**Gate families picked out**

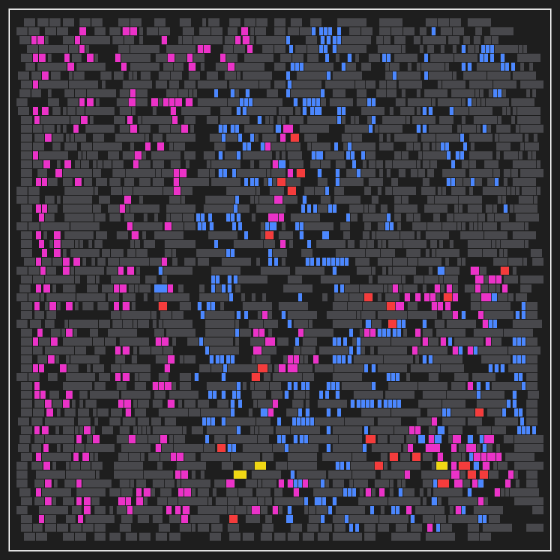
**Cell sizes after repair**

The bar under the picture is 50 µm long.
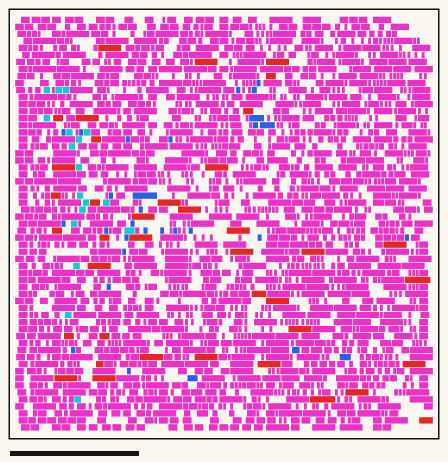
**Metal 4**

Supply wires on this layer in gray.
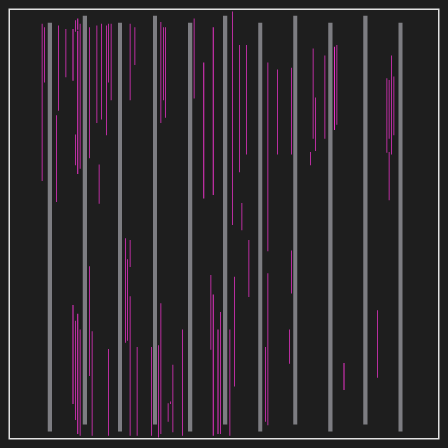
<file path="config.mk">
export PLATFORM = sky130hd
export DESIGN_NAME = draw_fill_scheduler
export DESIGN_NICKNAME = d
export VERILOG_FILES = /design/src/rtl/draw_pkg.sv /design/src/rtl/draw_pix_addr.sv /design/src/rtl/draw_fill_scheduler.sv
export SDC_FILE = /design/constraint.sdc
export NUM_CORES = 1
export LEC_CHECK = 0
export CAP_MARGIN = 30
export CORE_MARGIN = 1.5
export CORE_UTILIZATION = 55
export CTS_CLUSTER_DIAMETER = 200
export CTS_CLUSTER_SIZE = 10
export DETAILED_ROUTE_END_ITERATION = 7
export GPL_TIMING_DRIVEN = 0
export MAX_ROUTING_LAYER = met4
export PLACE_DENSITY_LB_ADDON = 0.1
export SLEW_MARGIN = 30
export SYNTH_ARGS = -nofsm -noshare
export SYNTH_HDL_FRONTEND = slang
export SYNTH_HIERARCHICAL = 1
export SYNTH_SLANG_ARGS = --single-unit
</file>
<file path="constraint.sdc">
create_clock -name clk -period 7.65 [get_ports clk]
set_input_delay 1.53 -clock clk [delete_from_list [all_inputs] [get_ports clk]]
set_output_delay 1.53 -clock clk [all_outputs]
set_load 0.01 [all_outputs]
</file>
<file path="src/rtl/draw_pkg.sv">
// Shared types for the draw command schedulers: FSM states, the command
// record and the two-requester round-robin pick.
package draw_pkg;

  localparam int CMD_CORDW = 16;
  localparam int CMD_DATAW = 16;

  typedef enum logic [1:0] {
    ST_IDLE,
    ST_START,
    ST_RUN,
    ST_DRAIN
  } draw_state_t;

  // Coordinates are two's complement; kept as plain bit fields so the
  // record packs cleanly into FIFOs and register banks.
  typedef struct packed {
    logic [CMD_CORDW-1:0] x0;
    logic [CMD_CORDW-1:0] y0;
    logic [CMD_CORDW-1:0] x1;
    logic [CMD_CORDW-1:0] y1;
    logic [CMD_DATAW-1:0] color;
  } draw_cmd_t;

  // One-hot grant for two requesters; on a tie the one that did not win
  // last time is chosen.
  function automatic logic [1:0] rr_pick(input logic [1:0] valid,
                                         input logic       last_grant);
    logic [1:0] g;
    g = valid;
    if (valid == 2'b11) g = last_grant ? 2'b01 : 2'b10;
    return g;
  endfunction

endpackage

</file>
<file path="src/rtl/draw_pix_addr.sv">
// Two-stage pixel pipeline: stage1 clips and forms y*stride, stage2 adds
// base and x and presents a VRAM write that is held until acknowledged.
module draw_pix_addr #(
  parameter int CORDW = 16,
  parameter int ADDRW = 16,
  parameter int DATAW = 16
) (
  input  logic                    clk,
  input  logic                    rst_n,
  input  logic                    pix_load,
  input  logic signed [CORDW-1:0] pix_x,
  input  logic signed [CORDW-1:0] pix_y,
  input  logic        [ADDRW-1:0] base,
  input  logic        [ADDRW-1:0] stride,
  input  logic signed [CORDW-1:0] clip_w,
  input  logic signed [CORDW-1:0] clip_h,
  input  logic        [DATAW-1:0] color,
  input  logic                    flush,
  input  logic                    vram_ack,
  output logic                    s1_valid,
  output logic                    s1_adv,
  output logic                    vram_wr,
  output logic        [ADDRW-1:0] vram_addr,
  output logic        [DATAW-1:0] vram_data
);

  logic             s1_vis_q;
  logic [ADDRW-1:0] s1_x_q, s1_prod_q;
  logic [ADDRW-1:0] x_ext, y_ext, prod_d;
  logic             vis_d, s2_free;

  // Sign-extending casts: only the low ADDRW bits of the product matter,
  // and those are identical for signed and unsigned operands.
  assign x_ext  = ADDRW'(pix_x);
  assign y_ext  = ADDRW'(pix_y);
  assign prod_d = y_ext * stride;
  assign vis_d  = !pix_x[CORDW-1] && !pix_y[CORDW-1] &&
                  (pix_x < clip_w) && (pix_y < clip_h);

  assign s2_free   = !vram_wr || vram_ack;
  assign s1_adv    = !s1_valid || s2_free;
  assign vram_data = color;

  // Stage1: capture the pixel, its visibility and the row offset.
  always_ff @(posedge clk or negedge rst_n) begin
    if (!rst_n) begin
      s1_valid  <= 1'b0;
      s1_vis_q  <= 1'b0;
      s1_x_q    <= '0;
      s1_prod_q <= '0;
    end else if (flush) begin
      s1_valid <= 1'b0;
    end else if (s1_adv) begin
      s1_valid  <= pix_load;
      s1_vis_q  <= vis_d;
      s1_x_q    <= x_ext;
      s1_prod_q <= prod_d;
    end
  end

  // Stage2: form the word address; a pending write only moves on ack.
  // A flushed stage1 pixel is dropped rather than promoted.
  always_ff @(posedge clk or negedge rst_n) begin
    if (!rst_n) begin
      vram_wr   <= 1'b0;
      vram_addr <= '0;
    end else if (s2_free) begin
      vram_wr   <= s1_valid && s1_vis_q && !flush;
      vram_addr <= base + s1_prod_q + s1_x_q;
    end
  end

endmodule

</file>
<file path="src/rtl/draw_fill_scheduler.sv">
// Arbitrates rectangle-fill commands from two requesters and sequences the
// shared fill engine; pixels are clipped and written through draw_pix_addr.
module draw_fill_scheduler
  import draw_pkg::*;
#(
  parameter int CORDW = 16,
  parameter int ADDRW = 16,
  parameter int DATAW = 16
) (
  input  logic                    clk,
  input  logic                    reset_n_i,
  input  logic [1:0]              req_valid_i,
  output logic [1:0]              req_ready_o,
  input  logic [2*CORDW-1:0]      req_x0_i,
  input  logic [2*CORDW-1:0]      req_y0_i,
  input  logic [2*CORDW-1:0]      req_x1_i,
  input  logic [2*CORDW-1:0]      req_y1_i,
  input  logic [2*DATAW-1:0]      req_color_i,
  input  logic [ADDRW-1:0]        base_addr_i,
  input  logic [ADDRW-1:0]        stride_i,
  input  logic signed [CORDW-1:0] clip_w_i,
  input  logic signed [CORDW-1:0] clip_h_i,
  input  logic                    abort_i,
  output logic                    eng_start_o,
  output logic signed [CORDW-1:0] eng_x0_o,
  output logic signed [CORDW-1:0] eng_y0_o,
  output logic signed [CORDW-1:0] eng_x1_o,
  output logic signed [CORDW-1:0] eng_y1_o,
  output logic                    eng_ena_o,
  output logic                    eng_abort_o,
  input  logic                    eng_pix_i,
  input  logic signed [CORDW-1:0] eng_x_i,
  input  logic signed [CORDW-1:0] eng_y_i,
  input  logic                    eng_done_i,
  output logic                    vram_wr_o,
  output logic [ADDRW-1:0]        vram_addr_o,
  output logic [DATAW-1:0]        vram_data_o,
  input  logic                    vram_ack_i,
  output logic                    busy_o,
  output logic                    done_o,
  output logic                    aborted_o
);

  draw_state_t             state_q, state_d;
  logic                    last_grant_q, aborted_q;
  logic [1:0]              req_ready_q, grant;
  logic                    pick, flush, set_aborted, cmd_done;
  logic                    s1_valid, s1_adv;
  logic signed [CORDW-1:0] clip_w_q, clip_h_q;
  logic [DATAW-1:0]        color_q;
  logic [ADDRW-1:0]        base_q, stride_q;

  assign grant = (state_q == ST_IDLE) ? rr_pick(req_valid_i, last_grant_q) : 2'b00;
  assign pick  = grant[1];

  assign req_ready_o = req_ready_q;
  assign busy_o      = (state_q != ST_IDLE);
  assign eng_start_o = (state_q == ST_START);
  assign eng_ena_o   = (state_q == ST_RUN) && s1_adv;
  assign done_o      = cmd_done;
  // The abort flag is shown from the done pulse until the next accept.
  assign aborted_o   = aborted_q && (cmd_done || state_q == ST_IDLE);

  // Next-state decode; abort takes priority over engine completion.
  always_comb begin
    // NOTE: every output of this block gets a default first, so no path
    // leaves a signal unassigned and no latch is inferred.
    state_d     = state_q;
    flush       = 1'b0;
    eng_abort_o = 1'b0;
    set_aborted = 1'b0;
    cmd_done    = 1'b0;
    unique case (state_q)
      ST_IDLE:  if (|grant) state_d = ST_START;
      ST_START, ST_RUN: begin
        if (abort_i) begin
          eng_abort_o = 1'b1;
          flush       = 1'b1;
          set_aborted = 1'b1;
          state_d     = ST_DRAIN;
        end else if (state_q == ST_START) begin
          state_d = ST_RUN;
        end else if (eng_done_i) begin
          state_d = ST_DRAIN;
        end
      end
      ST_DRAIN: begin
        flush = abort_i;
        if (!s1_valid && !vram_wr_o) begin
          cmd_done = 1'b1;
          state_d  = ST_IDLE;
        end
      end
      default:  state_d = ST_IDLE;
    endcase
  end

  // Control state: FSM, round-robin history, accept pulse, abort flag.
  always_ff @(posedge clk or negedge reset_n_i) begin
    // NOTE: sequential state uses non-blocking assignments so every flop
    // samples pre-edge values regardless of statement order.
    if (!reset_n_i) begin
      state_q      <= ST_IDLE;
      last_grant_q <= 1'b1;
      req_ready_q  <= 2'b00;
      aborted_q    <= 1'b0;
    end else begin
      state_q     <= state_d;
      req_ready_q <= grant;
      if (|grant) begin
        last_grant_q <= pick;
        aborted_q    <= 1'b0;
      end else if (set_aborted) begin
        aborted_q <= 1'b1;
      end
    end
  end

  // Command latch: captured from the winning requester on accept.
  always_ff @(posedge clk or negedge reset_n_i) begin
    if (!reset_n_i) begin
      eng_x0_o <= '0;
      eng_y0_o <= '0;
      eng_x1_o <= '0;
      eng_y1_o <= '0;
      color_q  <= '0;
      base_q   <= '0;
      stride_q <= '0;
      clip_w_q <= '0;
      clip_h_q <= '0;
    end else if (|grant) begin
      eng_x0_o <= pick ? req_x0_i[CORDW +: CORDW] : req_x0_i[0 +: CORDW];
      eng_y0_o <= pick ? req_y0_i[CORDW +: CORDW] : req_y0_i[0 +: CORDW];
      eng_x1_o <= pick ? req_x1_i[CORDW +: CORDW] : req_x1_i[0 +: CORDW];
      eng_y1_o <= pick ? req_y1_i[CORDW +: CORDW] : req_y1_i[0 +: CORDW];
      color_q  <= pick ? req_color_i[DATAW +: DATAW] : req_color_i[0 +: DATAW];
      base_q   <= base_addr_i;
      stride_q <= stride_i;
      clip_w_q <= clip_w_i;
      clip_h_q <= clip_h_i;
    end
  end

  draw_pix_addr #(
    .CORDW(CORDW),
    .ADDRW(ADDRW),
    .DATAW(DATAW)
  ) u_pix_addr (
    .clk      (clk),
    .rst_n    (reset_n_i),
    .pix_load (eng_pix_i && eng_ena_o),
    .pix_x    (eng_x_i),
    .pix_y    (eng_y_i),
    .base     (base_q),
    .stride   (stride_q),
    .clip_w   (clip_w_q),
    .clip_h   (clip_h_q),
    .color    (color_q),
    .flush    (flush),
    .vram_ack (vram_ack_i),
    .s1_valid (s1_valid),
    .s1_adv   (s1_adv),
    .vram_wr  (vram_wr_o),
    .vram_addr(vram_addr_o),
    .vram_data(vram_data_o)
  );

endmodule

</file>
==> impl_table.tex <==
% Implementation results table
\begin{tabular}{lr}
\hline
Metric & Value \\
\hline
\multicolumn{2}{l}{\textbf{Outcome}} \\
Status & finished clean \\
\multicolumn{2}{l}{\textbf{Floorplanning}} \\
Count of inserted tapcells & 335 \\
Width of the die & 166 µm \\
Pre-placement core utilization & 56.0\% \\
\multicolumn{2}{l}{\textbf{Synthesis}} \\
Cell types with the largest area share after synthesis & sky130\_fd\_sc\_hd\_\_dfrtp\_1 (34\%), sky130\_fd\_sc\_hd\_\_fa\_1 (13\%), sky130\_fd\_sc\_hd\_\_nand2\_1 (9.1\%) \\
Fraction of synthesized area in multiplexers & 0.215\% \\
Synth Area in XOR/XNOR & 3.27\% \\
Largest type area fraction & 34.4\% \\
\multicolumn{2}{l}{\textbf{Global route}} \\
GRT met3 Usage & 8.10\% \\
Busiest metal layer after global routing & met2 \\
\multicolumn{2}{l}{\textbf{Timing}} \\
Post-route setup TNS & 0 ns \\
Max Slew Vio Count & 0 \\
\multicolumn{2}{l}{\textbf{Final layout}} \\
Multi-input gates & 1169 \\
Dominant logic cell types in the final layout & sky130\_fd\_sc\_hd\_\_clkdlybuf4s50\_1 (367), sky130\_fd\_sc\_hd\_\_nand2\_1 (352), sky130\_fd\_sc\_hd\_\_dfrtp\_1 (200) \\
\multicolumn{2}{l}{\textbf{Job}} \\
Reported max-cap violation count & 0 \\
\multicolumn{2}{l}{\textbf{Setup path}} \\
Type of element capturing the critical path & flip-flop \\
Worst endpoint required time & 8.03 ns \\
Cells along the critical path & clkdlybuf4s50\_1 > clkbuf\_1 > nand2\_1 > fa\_1 > fa\_1 > inv\_1 > fa\_1 > inv\_1 > fa\_1 > fa\_1 > fa\_1 > inv\_1 > ha\_1 > a21o\_1 > a21oi\_1 > nor2b\_1 > a311oi\_1 > xor2\_1 > o21ai\_0 \\
\multicolumn{2}{l}{\textbf{Place}} \\
Number of placed cells counting well taps & 2341 \\
\hline
\end{tabular}
-- 'gate families picked out' (at the start) --
yellow -> multiplexers  # cells 3
blue -> NAND gates  # cells 372
magenta -> inverting AOI/OAI gates  # cells 254, where spread over the die
red -> AND-OR and OR-AND gates  # cells 24
Comb/total area: 43.0%
commonest non-fill, non-tap cell in the layout: sky130_fd_sc_hd__clkdlybuf4s50_1

-- 'cell sizes after repair' (at the start) --
magenta -> drive 1 or less  # cells 1955
red -> drive 6 and up  # cells 39
cyan -> drive 3 to 4  # cells 18
blue -> drive 2  # cells 30
nonclk buf count: 479
Final WS setup: 0.710 ns
Final Instance Area: 0.0194 mm²
Synth-to-Final Area Change: 33.4%

-- 'metal 4' (at the start) --
main direction = vertical
share of all routed wire = 5.6%
via count: 13005
total length of routed wires: 45.0 mm

final timing paths:
kind                                       endpoint  slack, ns  cells after the start         start
max                        u_pix_addr/s1_prod_q[14]       0.71                     19    eng_y_i[4]
min                                    clip_h_q[15]       0.47                      2  clip_h_q[15]
max reg2reg                u_pix_addr/s1_prod_q[14]       1.71                     18   stride_q[1]
max in group asynchronous               stride_q[2]       6.03                      2     reset_n_i
min reg2reg                            clip_h_q[15]       0.47                      2  clip_h_q[15]
min in group asynchronous  u_pix_addr/vram_addr[13]       0.88                      1     reset_n_i
cell usage after synthesis (all sizes together):
cell	n
o21a	8
a2111oi	2
ha	98
or3	4
xnor3	1
mux2i	2
nand2b	7
o41ai	1
a211oi	6
and3	3
a31oi	84
dfstp	1
buf	56
a21o	13
a311o	1
nor2	107
o2111ai	2
clkbuf	53
fa	96
nor3b	1
nand2	355
nor3	3
a311oi	1
a221o	1
o311ai	1
a211o	1
or3b	80
o21ai	117
and2	66
xor2	16
inv	157
o211ai	5
xnor2	34
nor2b	6
or4b	1
o31ai	1
a21oi	33
nand3	7
nand4	3
o22ai	1
mux2	1
dfrtp	200
metrics by stage:
| step | utilization [%] |
|---|---|
| 6_report | 74.7 |
| 5_1_grt | 74.7 |
| 4_1_cts | 74.6 |
| 3_5_place_dp | 72.0 |
| 3_3_place_gp | 71.8 |
| 2_1_floorplan | - |
logic make-up after synthesis:
kind of cell,count (synthesis)
buffers and inverters,266
DFF,201
and+or+nand+nor,643
AOI/OAI and AO/OA,278
adders and majority gates,194
muxes,3
xor gates and xnor gates,51
